## config.mk

```make
export PLATFORM = sky130hd
export DESIGN_NAME = video_timing_gen_prog_flat
export DESIGN_NICKNAME = d
export VERILOG_FILES = /design/src/rtl/video_timing_gen_prog_if.sv /design/src/rtl/video_timing_gen_prog.sv /design/src/flat_wrapper.sv
export SDC_FILE = /design/constraint.sdc
export NUM_CORES = 1
export LEC_CHECK = 0
export ABC_AREA = 0
export CAP_MARGIN = 20
export CORE_MARGIN = 2
export CORE_UTILIZATION = 45
export CTS_BUF_LIST = sky130_fd_sc_hd__clkbuf_8 sky130_fd_sc_hd__clkbuf_16
export DETAILED_ROUTE_END_ITERATION = 6
export GPL_ROUTABILITY_DRIVEN = 0
export GPL_TIMING_DRIVEN = 0
export PLACE_DENSITY = 0.74
export SLEW_MARGIN = 10
export SYNTH_ARGS = -nofsm -noshare
export SYNTH_HDL_FRONTEND = slang
export SYNTH_SLANG_ARGS = --single-unit
```

## constraint.sdc

```tcl
create_clock -name clk_i -period 8.9 [get_ports clk_i]
set_input_delay 2.225 -clock clk_i [delete_from_list [all_inputs] [get_ports clk_i]]
set_output_delay 2.225 -clock clk_i [all_outputs]
set_load 0.03 [all_outputs]
```

## src/rtl/video_timing_gen_prog_if.sv

```systemverilog
// video_timing_gen_prog_if: config bus of the programmable video timing generator
interface video_timing_gen_prog_if #(
    parameter int H_BITS = 12,
    parameter int V_BITS = 11,
    parameter int SCALE_BITS = 2
);
    logic [H_BITS-1:0] h_active, h_fp, h_sync, h_bp;
    logic [V_BITS-1:0] v_active, v_fp, v_sync, v_bp;
    logic hs_pol, vs_pol;
    logic [SCALE_BITS-1:0] x_scale, y_scale;
    logic load, err, pending;
    modport master (
        output h_active, h_fp, h_sync, h_bp, v_active, v_fp, v_sync, v_bp,
        output hs_pol, vs_pol, x_scale, y_scale, load,
        input  err, pending
    );
    modport slave (
        input  h_active, h_fp, h_sync, h_bp, v_active, v_fp, v_sync, v_bp,
        input  hs_pol, vs_pol, x_scale, y_scale, load,
        output err, pending
    );
endinterface

```

## src/rtl/video_timing_gen_prog.sv

```systemverilog
// video_timing_gen_prog: programmable hsync/vsync/de timing with scaled framebuffer addressing
// Config loads are staged and committed only at a frame boundary or while disabled.
module video_timing_gen_prog #(
    parameter int H_BITS = 12,
    parameter int V_BITS = 11,
    parameter int ADDR_BITS = 19,
    parameter int SCALE_BITS = 2,
    parameter int DEF_H_ACTIVE = 640,
    parameter int DEF_H_FP = 16,
    parameter int DEF_H_SYNC = 96,
    parameter int DEF_H_BP = 48,
    parameter int DEF_V_ACTIVE = 480,
    parameter int DEF_V_FP = 11,
    parameter int DEF_V_SYNC = 2,
    parameter int DEF_V_BP = 31,
    parameter bit DEF_HS_POL = 1'b0,
    parameter bit DEF_VS_POL = 1'b0
) (
    input  logic                   clk_i,
    input  logic                   rst_n_i,
    input  logic                   en_i,
    video_timing_gen_prog_if.slave cfg,
    output logic                   hsync_o,
    output logic                   vsync_o,
    output logic                   de_o,
    output logic [H_BITS-1:0]      x_o,
    output logic [V_BITS-1:0]      y_o,
    output logic [ADDR_BITS-1:0]   fb_addr_o,
    output logic                   frame_start_o,
    output logic                   line_start_o
);
    typedef struct packed {
        logic [H_BITS-1:0] ha, hfp, hs, hbp;
        logic [V_BITS-1:0] va, vfp, vs, vbp;
        logic hpol, vpol;
        logic [SCALE_BITS-1:0] xs, ys;
    } cfg_t;

    localparam cfg_t DEF_CFG = '{
        ha: H_BITS'(DEF_H_ACTIVE), hfp: H_BITS'(DEF_H_FP), hs: H_BITS'(DEF_H_SYNC), hbp: H_BITS'(DEF_H_BP),
        va: V_BITS'(DEF_V_ACTIVE), vfp: V_BITS'(DEF_V_FP), vs: V_BITS'(DEF_V_SYNC), vbp: V_BITS'(DEF_V_BP),
        hpol: DEF_HS_POL, vpol: DEF_VS_POL, xs: '0, ys: '0};
    localparam int AW = H_BITS + V_BITS;
    localparam logic [AW-1:0] AREA_MAX = AW'(1) << ADDR_BITS;

    cfg_t sh, pd, in_cfg;
    logic pend, err, bad, apply;
    logic [H_BITS-1:0] h, hs_beg, hs_end, h_last, x_mask;
    logic [V_BITS-1:0] v, vs_beg, vs_end, v_last, y_mask;
    logic [AW-1:0] area;
    logic [ADDR_BITS-1:0] row_w, row_base, addr;
    logic line_end, frame_end, act, act_end, x_tick, y_tick, run_act;

    assign in_cfg = {cfg.h_active, cfg.h_fp, cfg.h_sync, cfg.h_bp, cfg.v_active, cfg.v_fp,
                     cfg.v_sync, cfg.v_bp, cfg.hs_pol, cfg.vs_pol, cfg.x_scale, cfg.y_scale};
    assign area = AW'(in_cfg.ha >> in_cfg.xs) * AW'(in_cfg.va >> in_cfg.ys);
    assign bad = in_cfg.ha == '0 || in_cfg.hs == '0 || in_cfg.va == '0 || in_cfg.vs == '0 || area > AREA_MAX;
    assign apply = pend && (!en_i || frame_end);
    assign cfg.err = err;
    assign cfg.pending = pend;

    assign hs_beg = sh.ha + sh.hfp;
    assign hs_end = hs_beg + sh.hs;
    assign h_last = hs_end + sh.hbp - H_BITS'(1);
    assign vs_beg = sh.va + sh.vfp;
    assign vs_end = vs_beg + sh.vs;
    assign v_last = vs_end + sh.vbp - V_BITS'(1);
    assign line_end = h == h_last;
    assign frame_end = line_end && v == v_last;
    assign act = h < sh.ha && v < sh.va;
    assign act_end = act && h == sh.ha - H_BITS'(1);
    assign run_act = en_i && act;

    // Scale masks select the low xs/ys bits; a wrap of those bits marks a new source pixel/row.
    assign x_mask = ~(~H_BITS'(0) << sh.xs);
    assign y_mask = ~(~V_BITS'(0) << sh.ys);
    assign x_tick = ((h + H_BITS'(1)) & x_mask) == '0;
    assign y_tick = ((v + V_BITS'(1)) & y_mask) == '0;
    assign row_w = ADDR_BITS'(sh.ha >> sh.xs);

    always_ff @(posedge clk_i or negedge rst_n_i)
        if (!rst_n_i) begin
            sh <= DEF_CFG;
            pd <= DEF_CFG;
            pend <= 1'b0;
            err <= 1'b0;
        end else begin
            err <= cfg.load && bad;
            if (apply) begin
                sh <= pd;
                pend <= 1'b0;
            end
            if (cfg.load && !bad) begin
                pd <= in_cfg;
                pend <= 1'b1;
            end
        end

    always_ff @(posedge clk_i or negedge rst_n_i)
        if (!rst_n_i) begin
            h <= '0;
            v <= '0;
            row_base <= '0;
            addr <= '0;
        end else if (!en_i || frame_end) begin
            h <= '0;
            v <= '0;
            row_base <= '0;
            addr <= '0;
        end else begin
            h <= line_end ? '0 : h + H_BITS'(1);
            if (line_end) v <= v + V_BITS'(1);
            if (act_end) begin
                row_base <= y_tick ? row_base + row_w : row_base;
                addr <= y_tick ? row_base + row_w : row_base;
            end else if (act && x_tick) addr <= addr + ADDR_BITS'(1);
        end

    always_ff @(posedge clk_i or negedge rst_n_i)
        if (!rst_n_i) begin
            hsync_o <= ~DEF_HS_POL;
            vsync_o <= ~DEF_VS_POL;
            de_o <= 1'b0;
            x_o <= '0;
            y_o <= '0;
            fb_addr_o <= '0;
            frame_start_o <= 1'b0;
            line_start_o <= 1'b0;
        end else begin
            hsync_o <= (en_i && h >= hs_beg && h < hs_end) ? sh.hpol : ~sh.hpol;
            vsync_o <= (en_i && v >= vs_beg && v < vs_end) ? sh.vpol : ~sh.vpol;
            de_o <= run_act;
            x_o <= run_act ? h : '0;
            y_o <= run_act ? v : '0;
            fb_addr_o <= run_act ? addr : '0;
            frame_start_o <= en_i && h == '0 && v == '0;
            line_start_o <= en_i && h == '0;
        end
endmodule

```

## src/flat_wrapper.sv

```systemverilog
// flat-port wrapper written by rule: the top's interface ports become plain ports
module video_timing_gen_prog_flat 
#(
    parameter int H_BITS = 12,
    parameter int V_BITS = 11,
    parameter int ADDR_BITS = 19,
    parameter int SCALE_BITS = 2,
    parameter int DEF_H_ACTIVE = 640,
    parameter int DEF_H_FP = 16,
    parameter int DEF_H_SYNC = 96,
    parameter int DEF_H_BP = 48,
    parameter int DEF_V_ACTIVE = 480,
    parameter int DEF_V_FP = 11,
    parameter int DEF_V_SYNC = 2,
    parameter int DEF_V_BP = 31,
    parameter bit DEF_HS_POL = 1'b0,
    parameter bit DEF_VS_POL = 1'b0
)
  (clk_i, rst_n_i, en_i, hsync_o, vsync_o, de_o, x_o, y_o, fb_addr_o, frame_start_o, line_start_o, cfg_h_active, cfg_h_fp, cfg_h_sync, cfg_h_bp, cfg_v_active, cfg_v_fp, cfg_v_sync, cfg_v_bp, cfg_hs_pol, cfg_vs_pol, cfg_x_scale, cfg_y_scale, cfg_load, cfg_err, cfg_pending);
  video_timing_gen_prog_if #(.H_BITS(H_BITS), .V_BITS(V_BITS), .SCALE_BITS(SCALE_BITS)) cfg_i ();
  input  logic clk_i;
  input  logic rst_n_i;
  input  logic en_i;
  output logic hsync_o;
  output logic vsync_o;
  output logic de_o;
  output logic [H_BITS-1:0] x_o;
  output logic [V_BITS-1:0] y_o;
  output logic [ADDR_BITS-1:0] fb_addr_o;
  output logic frame_start_o;
  output logic line_start_o;
  input wire logic [$bits(cfg_i.h_active)-1:0] cfg_h_active;
  input wire logic [$bits(cfg_i.h_fp)-1:0] cfg_h_fp;
  input wire logic [$bits(cfg_i.h_sync)-1:0] cfg_h_sync;
  input wire logic [$bits(cfg_i.h_bp)-1:0] cfg_h_bp;
  input wire logic [$bits(cfg_i.v_active)-1:0] cfg_v_active;
  input wire logic [$bits(cfg_i.v_fp)-1:0] cfg_v_fp;
  input wire logic [$bits(cfg_i.v_sync)-1:0] cfg_v_sync;
  input wire logic [$bits(cfg_i.v_bp)-1:0] cfg_v_bp;
  input wire logic [$bits(cfg_i.hs_pol)-1:0] cfg_hs_pol;
  input wire logic [$bits(cfg_i.vs_pol)-1:0] cfg_vs_pol;
  input wire logic [$bits(cfg_i.x_scale)-1:0] cfg_x_scale;
  input wire logic [$bits(cfg_i.y_scale)-1:0] cfg_y_scale;
  input wire logic [$bits(cfg_i.load)-1:0] cfg_load;
  output wire logic [$bits(cfg_i.err)-1:0] cfg_err;
  output wire logic [$bits(cfg_i.pending)-1:0] cfg_pending;
  assign cfg_i.h_active = cfg_h_active;
  assign cfg_i.h_fp = cfg_h_fp;
  assign cfg_i.h_sync = cfg_h_sync;
  assign cfg_i.h_bp = cfg_h_bp;
  assign cfg_i.v_active = cfg_v_active;
  assign cfg_i.v_fp = cfg_v_fp;
  assign cfg_i.v_sync = cfg_v_sync;
  assign cfg_i.v_bp = cfg_v_bp;
  assign cfg_i.hs_pol = cfg_hs_pol;
  assign cfg_i.vs_pol = cfg_vs_pol;
  assign cfg_i.x_scale = cfg_x_scale;
  assign cfg_i.y_scale = cfg_y_scale;
  assign cfg_i.load = cfg_load;
  assign cfg_err = cfg_i.err;
  assign cfg_pending = cfg_i.pending;
  video_timing_gen_prog #(.H_BITS(H_BITS), .V_BITS(V_BITS), .ADDR_BITS(ADDR_BITS), .SCALE_BITS(SCALE_BITS), .DEF_H_ACTIVE(DEF_H_ACTIVE), .DEF_H_FP(DEF_H_FP), .DEF_H_SYNC(DEF_H_SYNC), .DEF_H_BP(DEF_H_BP), .DEF_V_ACTIVE(DEF_V_ACTIVE), .DEF_V_FP(DEF_V_FP), .DEF_V_SYNC(DEF_V_SYNC), .DEF_V_BP(DEF_V_BP), .DEF_HS_POL(DEF_HS_POL), .DEF_VS_POL(DEF_VS_POL)) u_core (.clk_i(clk_i), .rst_n_i(rst_n_i), .en_i(en_i), .cfg(cfg_i), .hsync_o(hsync_o), .vsync_o(vsync_o), .de_o(de_o), .x_o(x_o), .y_o(y_o), .fb_addr_o(fb_addr_o), .frame_start_o(frame_start_o), .line_start_o(line_start_o));
endmodule
```

Fig. 1: run 1, clock network drawn from the DEF
Drawn at 1 px/um.
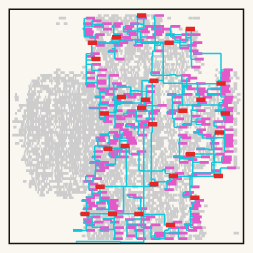
clock wires: drawn in cyan, length 3720 um. flip-flops: drawn in magenta, count 306. clock-net drivers: drawn in red, count 29.
There are 30 routed clock nets.
insertion delay to the later sink of the worst-skew pair: 0.58 ns
worst clock skew: 0.0230 ns

Fig. 2: run 1, metal layers overlaid
Drawn at 2 px/um.
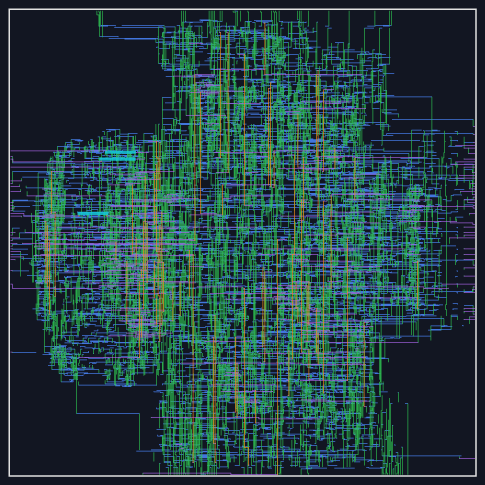
M3: drawn in purple, wire length 4560 um. M5: drawn in cyan, wire length 44.2 um. M1: drawn in blue, wire length 25.5 mm. M4: drawn in orange, wire length 2730 um. M2: drawn in green, wire length 30.9 mm.

==> report_table.html, run 1 <==
<p>Metrics extracted from the flow reports.</p>
<table>
<tr><th>Metric</th><th>Value</th></tr>
<tr><th colspan="2">Outcome</th></tr>
<tr><td>Run status</td><td>finished with violations</td></tr>
<tr><td>Violations in the final reports</td><td>negative setup slack</td></tr>
<tr><th colspan="2">Yosys</th></tr>
<tr><td>Post-synthesis cell count</td><td>2343</td></tr>
<tr><td>Yosys top cell area share</td><td>0.281</td></tr>
<tr><td>Post-synth regs</td><td>306</td></tr>
<tr><td>Most numerous cell types in the synthesized netlist</td><td>304 x inv_1, 264 x dfrtp_1, 258 x ha_1, 193 x mux2_2, 182 x nor2_1</td></tr>
<tr><td>Number of flops mapped to enable cells by yosys</td><td>0</td></tr>
<tr><td>Count of unique library cells instantiated by Yosys</td><td>72</td></tr>
<tr><td>Biggest area cells</td><td>dfrtp_1 28%, ha_1 14%, mux2_2 9.2%</td></tr>
<tr><td>Yosys cell count</td><td>2343</td></tr>
<tr><td>Share of flip-flops with an asynchronous set or reset</td><td>1.00</td></tr>
<tr><td>Dominant synthesized flop cell</td><td>dfrtp_1</td></tr>
<tr><td>Share of the yosys chip area belonging to registers</td><td>0.328</td></tr>
<tr><td>Post-synth net total</td><td>2799</td></tr>
<tr><td>Synthesized area per cell</td><td>10.0 um2</td></tr>
<tr><td>Total of warnings raised by yosys</td><td>0</td></tr>
<tr><td>Synthesized area</td><td>23500 um2</td></tr>
<tr><td>Yosys-reported design area after synthesis</td><td>23500 um2</td></tr>
<tr><td>Cell type with the largest total area</td><td>dfrtp_1</td></tr>
<tr><th colspan="2">Finish</th></tr>
<tr><td>NumNets Final</td><td>3053</td></tr>
<tr><td>Final design instance area without fill</td><td>28900 um2</td></tr>
<tr><td>Number of standard cells in the final layout excluding fillers</td><td>3304</td></tr>
<tr><td>Most numerous logic cell after layout</td><td>inv_1</td></tr>
<tr><td>Core utilization of the finished layout</td><td>0.562</td></tr>
<tr><td>Layout overhead on the synthesized area</td><td>23.0%</td></tr>
<tr><td>Most frequent cells in the layout</td><td>308 x inv_1, 264 x dfrtp_1, 241 x ha_1</td></tr>
<tr><th colspan="2">Critical path</th></tr>
<tr><td>Combined buffer and inverter count along the critical path</td><td>11</td></tr>
<tr><td>Most Frequent Cell on Critical Path</td><td>fa_1</td></tr>
<tr><td>Endpoint arrival time on the critical path</td><td>10.08 ns</td></tr>
<tr><td>Slowest-stage cell, CP</td><td>fa_1</td></tr>
<tr><td>Peak per-stage delay on the critical path</td><td>0.55 ns</td></tr>
<tr><td>Path length in cells of the critical path</td><td>33</td></tr>
<tr><td>Worst Path Class, Setup</td><td>in -&gt; reg</td></tr>
<tr><td>CP delay by family, top</td><td>adder cells</td></tr>
<tr><td>Type of origin of the critical path</td><td>primary input</td></tr>
<tr><th colspan="2">STA</th></tr>
<tr><td>Hold violation count in the final report</td><td>0</td></tr>
<tr><td>Max-slew headroom at the worst pin</td><td>0.225</td></tr>
<tr><td>Worst hold margin</td><td>0.494 ns</td></tr>
<tr><td>Number of pins exceeding their max-slew limit in the final report</td><td>0</td></tr>
<tr><td>Slew at the pin with the worst max-slew slack</td><td>1.15 ns</td></tr>
<tr><td>Crit path time final</td><td>9.63 ns</td></tr>
<tr><td>Final count of negative-setup-slack endpoints</td><td>99</td></tr>
<tr><td>Worst setup margin</td><td>-0.725 ns</td></tr>
<tr><td>RSZ-0062 raised after global routing</td><td>yes</td></tr>
<tr><th colspan="2">Die</th></tr>
<tr><td>Die ar.</td><td>54100 um2</td></tr>
<tr><td>Ports placed on the boundary</td><td>151</td></tr>
<tr><td>Starting density of the core</td><td>0.457</td></tr>
<tr><td>Rows</td><td>83</td></tr>
<tr><th colspan="2">Clock network</th></tr>
<tr><td>Number of buffers on the longest clock path</td><td>3</td></tr>
<tr><td>Cts repair resizes</td><td>236</td></tr>
<tr><td>Number of setup buffers added after CTS</td><td>60</td></tr>
<tr><td>Post-CTS clock slew at the launch and capture registers of the worst setup and hold paths</td><td>0.06 ns</td></tr>
<tr><td>Htree depth</td><td>1</td></tr>
<tr><td># hold bufs at CTS</td><td>0</td></tr>
<tr><td>Cell at the root of the clock tree</td><td>clkbuf_16</td></tr>
<tr><th colspan="2">Route</th></tr>
<tr><td>Vias/cell</td><td>5.61</td></tr>
<tr><td>Via count</td><td>18519</td></tr>
<tr><td>DRT antenna net count</td><td>0</td></tr>
<tr><td>Pre-Repair DR Iteration Count</td><td>5</td></tr>
<tr><td>Mean routed wirelength per cell</td><td>19.3 um</td></tr>
<tr><td>Wire length reported by the detailed router</td><td>63800 um</td></tr>
<tr><td>Number of remaining DRC errors</td><td>0</td></tr>
<tr><th colspan="2">Global routing</th></tr>
<tr><td>Aggregate global-route resource usage</td><td>0.238</td></tr>
<tr><td>Initial antenna violation count</td><td>7</td></tr>
<tr><td>Overflow after GRT</td><td>0</td></tr>
<tr><td>Largest net degree at the start of global routing</td><td>86</td></tr>
<tr><th colspan="2">Run</th></tr>
<tr><td>Max_cap viols</td><td>0</td></tr>
<tr><th colspan="2">Min path</th></tr>
<tr><td>Worst Hold Path Cells</td><td>1</td></tr>
<tr><td>Path class of the lowest-slack min-delay path</td><td>reg -&gt; reg</td></tr>
<tr><th colspan="2">Place</th></tr>
<tr><td>Post-placement setup slack</td><td>-2.40 ns</td></tr>
<tr><td>Detailed-placement wirelength estimate</td><td>47400 um</td></tr>
<tr><td>Number of placed instances, taps included</td><td>3173</td></tr>
<tr><td>DP Area</td><td>26300 um2</td></tr>
</table>
Fig. 3: run 1, supply network
Drawn at 1.5 px/um. Pins as bars on the die edge.
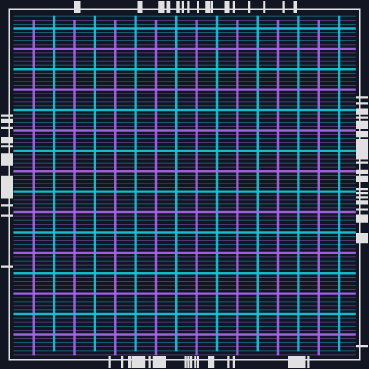
VSS: drawn in purple. VDD: drawn in cyan.
84 met1 rails follow the rows. 16 straps on met4.
area of the core region: 51500 um2
die height: 233 um
x dimension of the die: 233 um

Fig. 4: run 1, the clock network
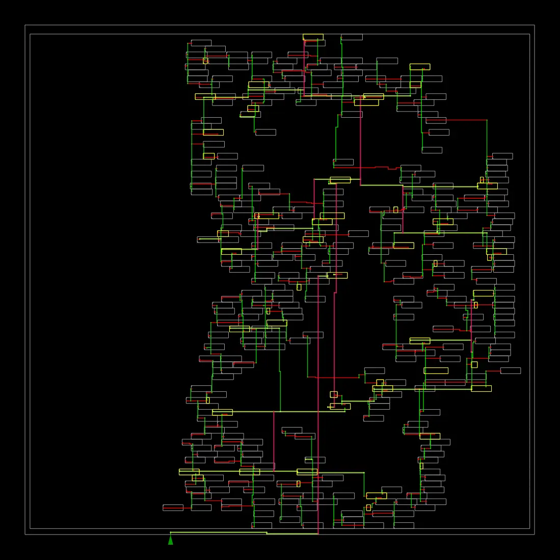
clock sink count: 306
sequential cell count of the final layout: 306
# clk buffers: 34
TritonCTS Buffers: 29

[run 1: cell families (layout without fill, tap and decap cells)]
group                    count (synthesis)  after routing  synth area share
AND/OR/NAND/NOR                        560            560             0.116
buffers and inverters                  391            667            0.0647
adder cells (fa/ha/maj)                354            354             0.219
AND-OR/OR-AND                          324            324            0.0906
flip-flops                             306            306             0.328
multiplexers                           246            246             0.120
XOR/XNOR                               162            162            0.0612
other                                    0              5                 0
[run 1: per-layer routing]
metal / share of wire / GRT usage
met1: 0.40 / 0.298
met2: 0.48 / 0.404
met3: 0.071 / 0.0391
met4: 0.043 / 0.103
met5: 0.00069 / 0
[run 1: flip-flops by register name, summed over array words and instances (netlist names), 11 cells and up]
signal	flops
u_core.v	11
u_core.h	12
u_core.addr	19
u_core.pd	98
u_core.sh	98
u_core.y_o	11
u_core.x_o	12
u_core.row_base	19
u_core.fb_addr_o	19
[run 1: cell type report]
cell class	count	area [um2]
Clock buffer	34	795
Antenna cell	5	12.5
Timing Repair Buffer	226	2410
Fill cell	4290	22600
Sequential cell	306	7710
Inverter	305	1150
Clock inverter	19	171
Multi-Input combinational cell	1646	15200
Buffer	83	606
Tap cell	680	851
[run 1: worst paths after layout]
check | from | to | slack, ns
min in group asynchronous | rst_n_i | u_core.x_o[4]$_DFF_PN0_ | 1.59
max in group asynchronous | rst_n_i | u_core.pd[31]$_DFFE_PN1P_ | 6.08
min reg2reg | u_core.sh[12]$_DFFE_PN0P_ | u_core.sh[12]$_DFFE_PN0P_ | 0.49
max | cfg_y_scale[0] | u_core.pd[61]$_DFFE_PN0P_ | -0.73
max reg2reg | u_core.sh[88]$_DFFE_PN0P_ | u_core.sh[76]$_DFFE_PN0P_ | 1.82
min | u_core.sh[12]$_DFFE_PN0P_ | u_core.sh[12]$_DFFE_PN0P_ | 0.49
==> inputs of run 2 (changes only) <==
Settings changed: PLACE_DENSITY 0.74 to 0.77.
Clock period 8.9 ns to 8 ns, I/O delays scaled along.
Fig. 5: run 2, clock network drawn from the DEF
Drawn at 1 px/um.
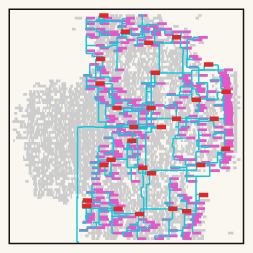
clock-net drivers: drawn in red, count 30. flip-flops: drawn in magenta, count 306. clock wires: drawn in cyan, length 3920 um.
There are 31 routed clock nets.

==> run 2 against run 1 <==
Compared with the run above:
- the run still ends with negative setup slack left
- highest routed layer unchanged
- critical endpoint is now u_core.pd[81]$_DFFE_PN0P_
- utilization decreased by 0.30 points
- register-to-register slack got worse by 1.1 ns
- largest cell class unchanged
- area after synthesis did not move
- count of clock-buffer cells in the layout shrank 1
- critical path depth decreased by 2
- setup slack worse by 0.69 ns
==> report_table.html, run 2 <==
<p>Metrics extracted from the flow reports.</p>
<table>
<tr><th>Metric</th><th>Value</th></tr>
<tr><th colspan="2">Yosys</th></tr>
<tr><td>Cell type with the largest total area</td><td>dfrtp_1</td></tr>
<tr><td>Post-synth net total</td><td>2799</td></tr>
<tr><td>XOR Share, Synth</td><td>0.0612</td></tr>
<tr><td>Number of flops mapped to enable cells by yosys</td><td>0</td></tr>
<tr><td>Yosys-reported design area after synthesis</td><td>23500 um2</td></tr>
<tr><td>Yosys cell count</td><td>2343</td></tr>
<tr><td>Most numerous cell types in the synthesized netlist</td><td>304 x inv_1, 264 x dfrtp_1, 258 x ha_1, 193 x mux2_2, 182 x nor2_1</td></tr>
<tr><td>Synthesized-area fraction occupied by adder cells</td><td>0.219</td></tr>
<tr><td>Dominant combinational cell family by area after synthesis</td><td>adder cells</td></tr>
<tr><td>Synthesized area per cell</td><td>10.0 um2</td></tr>
<tr><td>Share of the yosys chip area belonging to registers</td><td>0.328</td></tr>
<tr><td>Post-synthesis cell count</td><td>2343</td></tr>
<tr><td>Biggest area cells</td><td>dfrtp_1 28%, ha_1 14%, mux2_2 9.2%</td></tr>
<tr><td>Dominant synthesized flop cell</td><td>dfrtp_1</td></tr>
<tr><td>Post-synth regs</td><td>306</td></tr>
<tr><td>Post-Synth Simple-Gate Area</td><td>0.116</td></tr>
<tr><td>Synthesized area</td><td>23500 um2</td></tr>
<tr><td>Count of unique library cells instantiated by Yosys</td><td>72</td></tr>
<tr><td>Total of warnings raised by yosys</td><td>0</td></tr>
<tr><td>Compound-cell area share of the yosys netlist</td><td>0.0906</td></tr>
<tr><th colspan="2">STA</th></tr>
<tr><td>Hold violation count in the final report</td><td>0</td></tr>
<tr><td>Number of pins exceeding their max-slew limit in the final report</td><td>0</td></tr>
<tr><td>RSZ-0062 raised after global routing</td><td>yes</td></tr>
<tr><td>Max-slew headroom at the worst pin</td><td>0.219</td></tr>
<tr><td>Worst clock skew</td><td>0.0297 ns</td></tr>
<tr><td>Final count of negative-setup-slack endpoints</td><td>100</td></tr>
<tr><td>Crit path time final</td><td>9.42 ns</td></tr>
<tr><td>Worst hold margin</td><td>0.497 ns</td></tr>
<tr><td>Worst setup margin</td><td>-1.42 ns</td></tr>
<tr><th colspan="2">Critical path</th></tr>
<tr><td>Peak per-stage delay on the critical path</td><td>0.59 ns</td></tr>
<tr><td>Worst r2r src</td><td>u_core.sh[88]$_DFFE_PN0P_</td></tr>
<tr><td>Most Frequent Cell on Critical Path</td><td>fa_1</td></tr>
<tr><td>Combined buffer and inverter count along the critical path</td><td>10</td></tr>
<tr><td>Endpoint of the worst register-to-register path</td><td>u_core.sh[85]$_DFFE_PN0P_</td></tr>
<tr><td>Type of origin of the critical path</td><td>primary input</td></tr>
<tr><td>CP delay by family, top</td><td>adder cells</td></tr>
<tr><td>Worst Path Class, Setup</td><td>in -&gt; reg</td></tr>
<tr><td>Slowest-stage cell, CP</td><td>fa_1</td></tr>
<tr><td>Worst R2R Path Depth</td><td>23</td></tr>
<tr><th colspan="2">Finish</th></tr>
<tr><td>Most frequent cells in the layout</td><td>305 x inv_1, 264 x dfrtp_1, 244 x ha_1</td></tr>
<tr><td>Filler Cell Count</td><td>4199</td></tr>
<tr><td>Top flop regs</td><td>u_core.pd (98), u_core.sh (98)</td></tr>
<tr><td>NumNets Final</td><td>3049</td></tr>
<tr><td>Most numerous logic cell after layout</td><td>inv_1</td></tr>
<tr><td>Layout overhead on the synthesized area</td><td>22.4%</td></tr>
<tr><th colspan="2">Global routing</th></tr>
<tr><td>Aggregate global-route resource usage</td><td>0.238</td></tr>
<tr><td>Met3 global-route usage</td><td>0.0490</td></tr>
<tr><td>Overflow after GRT</td><td>0</td></tr>
<tr><td>Largest net degree at the start of global routing</td><td>94</td></tr>
<tr><td>Initial antenna violation count</td><td>12</td></tr>
<tr><td>Global-route met2 utilization</td><td>0.405</td></tr>
<tr><td>GR peak layer</td><td>met2</td></tr>
<tr><th colspan="2">Clock network</th></tr>
<tr><td>Insertion delay to the later sink of the worst-skew pair</td><td>0.59 ns</td></tr>
<tr><td>Htree depth</td><td>1</td></tr>
<tr><td>Number of buffers on the longest clock path</td><td>3</td></tr>
<tr><td># hold bufs at CTS</td><td>0</td></tr>
<tr><td>Cell at the root of the clock tree</td><td>clkbuf_16</td></tr>
<tr><td>TritonCTS Buffers</td><td>30</td></tr>
<tr><td>Post-CTS clock slew at the launch and capture registers of the worst setup and hold paths</td><td>0.07 ns</td></tr>
<tr><td>Cts repair resizes</td><td>175</td></tr>
<tr><td>Clock sink count</td><td>306</td></tr>
<tr><td>Number of setup buffers added after CTS</td><td>51</td></tr>
<tr><th colspan="2">Min path</th></tr>
<tr><td>Worst Hold Path Cells</td><td>1</td></tr>
<tr><td>Path class of the lowest-slack min-delay path</td><td>reg -&gt; reg</td></tr>
<tr><td>Critical hold path startpoint</td><td>u_core.sh[13]$_DFFE_PN0P_</td></tr>
<tr><td>Endpoint, Worst Hold</td><td>u_core.sh[13]$_DFFE_PN0P_</td></tr>
<tr><th colspan="2">Route</th></tr>
<tr><td>Via count</td><td>18508</td></tr>
<tr><td>Wire length reported by the detailed router</td><td>63800 um</td></tr>
<tr><td>Max Used Layer</td><td>met5</td></tr>
<tr><td>Wire length the detailed router placed on met1</td><td>25700 um</td></tr>
<tr><td>Pre-Repair DR Iteration Count</td><td>7</td></tr>
<tr><td>Vias/cell</td><td>5.61</td></tr>
<tr><td>Detail Route met2 WL</td><td>30700 um</td></tr>
<tr><td>Met3 WL post-DR</td><td>4630 um</td></tr>
<tr><td>DRT antenna net count</td><td>0</td></tr>
<tr><td>Mean routed wirelength per cell</td><td>19.3 um</td></tr>
<tr><th colspan="2">Die</th></tr>
<tr><td>Rows</td><td>83</td></tr>
<tr><td>Area of the core region</td><td>51500 um2</td></tr>
<tr><td>Starting density of the core</td><td>0.457</td></tr>
<tr><td>Die ar.</td><td>54100 um2</td></tr>
<tr><td>Die height</td><td>233 um</td></tr>
<tr><td>Ports placed on the boundary</td><td>151</td></tr>
<tr><td>X dimension of the die</td><td>233 um</td></tr>
<tr><th colspan="2">Outcome</th></tr>
<tr><td>Violations in the final reports</td><td>negative setup slack</td></tr>
<tr><td>Run status</td><td>finished with violations</td></tr>
<tr><th colspan="2">Place</th></tr>
<tr><td>Detailed-placement wirelength estimate</td><td>47300 um</td></tr>
</table>
==> run 2: area by class of cell <==
type                       instances  area, um2  area share
antenna                            2       5.00    0.000174
buffer                            86        617      0.0214
clock buffer                      33        803      0.0279
clock inverter                    23        277     0.00961
inverter                         305       1150      0.0399
multi-input combinational       1646      15000       0.522
sequential                       306       7710       0.268
tap                              680        851      0.0296
timing repair buffer             218       2340      0.0815
==> run 2: worst max path at each step <==
stage	from	to	slack [ns]	cells after the start
floorplan	cfg_x_scale[1]	u_core.pd[0]$_DFFE_PN0P_	-1.08	31
global placement	rst_n_i	u_core.pd[20]$_DFFE_PN0P_	-7.51	1
detailed placement	cfg_y_scale[0]	u_core.pd[15]$_DFFE_PN0P_	-3.07	31
CTS	cfg_x_scale[1]	u_core.pd[2]$_DFFE_PN0P_	-1.35	32
global route	cfg_x_scale[1]	u_core.pd[2]$_DFFE_PN0P_	-1.60	33
finish	cfg_v_active[7]	u_core.pd[81]$_DFFE_PN0P_	-1.42	31
==> run 2: cell families after synthesis <==
logic type	Yosys count
buffers and inverters	391
flip-flops	306
XOR/XNOR	162
AND/OR/NAND/NOR	560
multiplexers	246
AND-OR/OR-AND	324
adder cells (fa/ha/maj)	354
==> run 2: metrics by stage <==
| step | std cells | worst slack, ns | area [um2] | utilization |
|---|---|---|---|---|
| after floorplan | 2343 | -1.08 | 23800 | - |
| after global placement | 3170 | -7.51 | 26200 | 0.508 |
| after detailed placement | 3173 | -3.07 | 26300 | 0.510 |
| after CTS | 3286 | -1.35 | 28500 | 0.554 |
| after global routing | 3298 | -1.60 | 28800 | 0.559 |
| final | 3299 | -1.42 | 28800 | 0.559 |
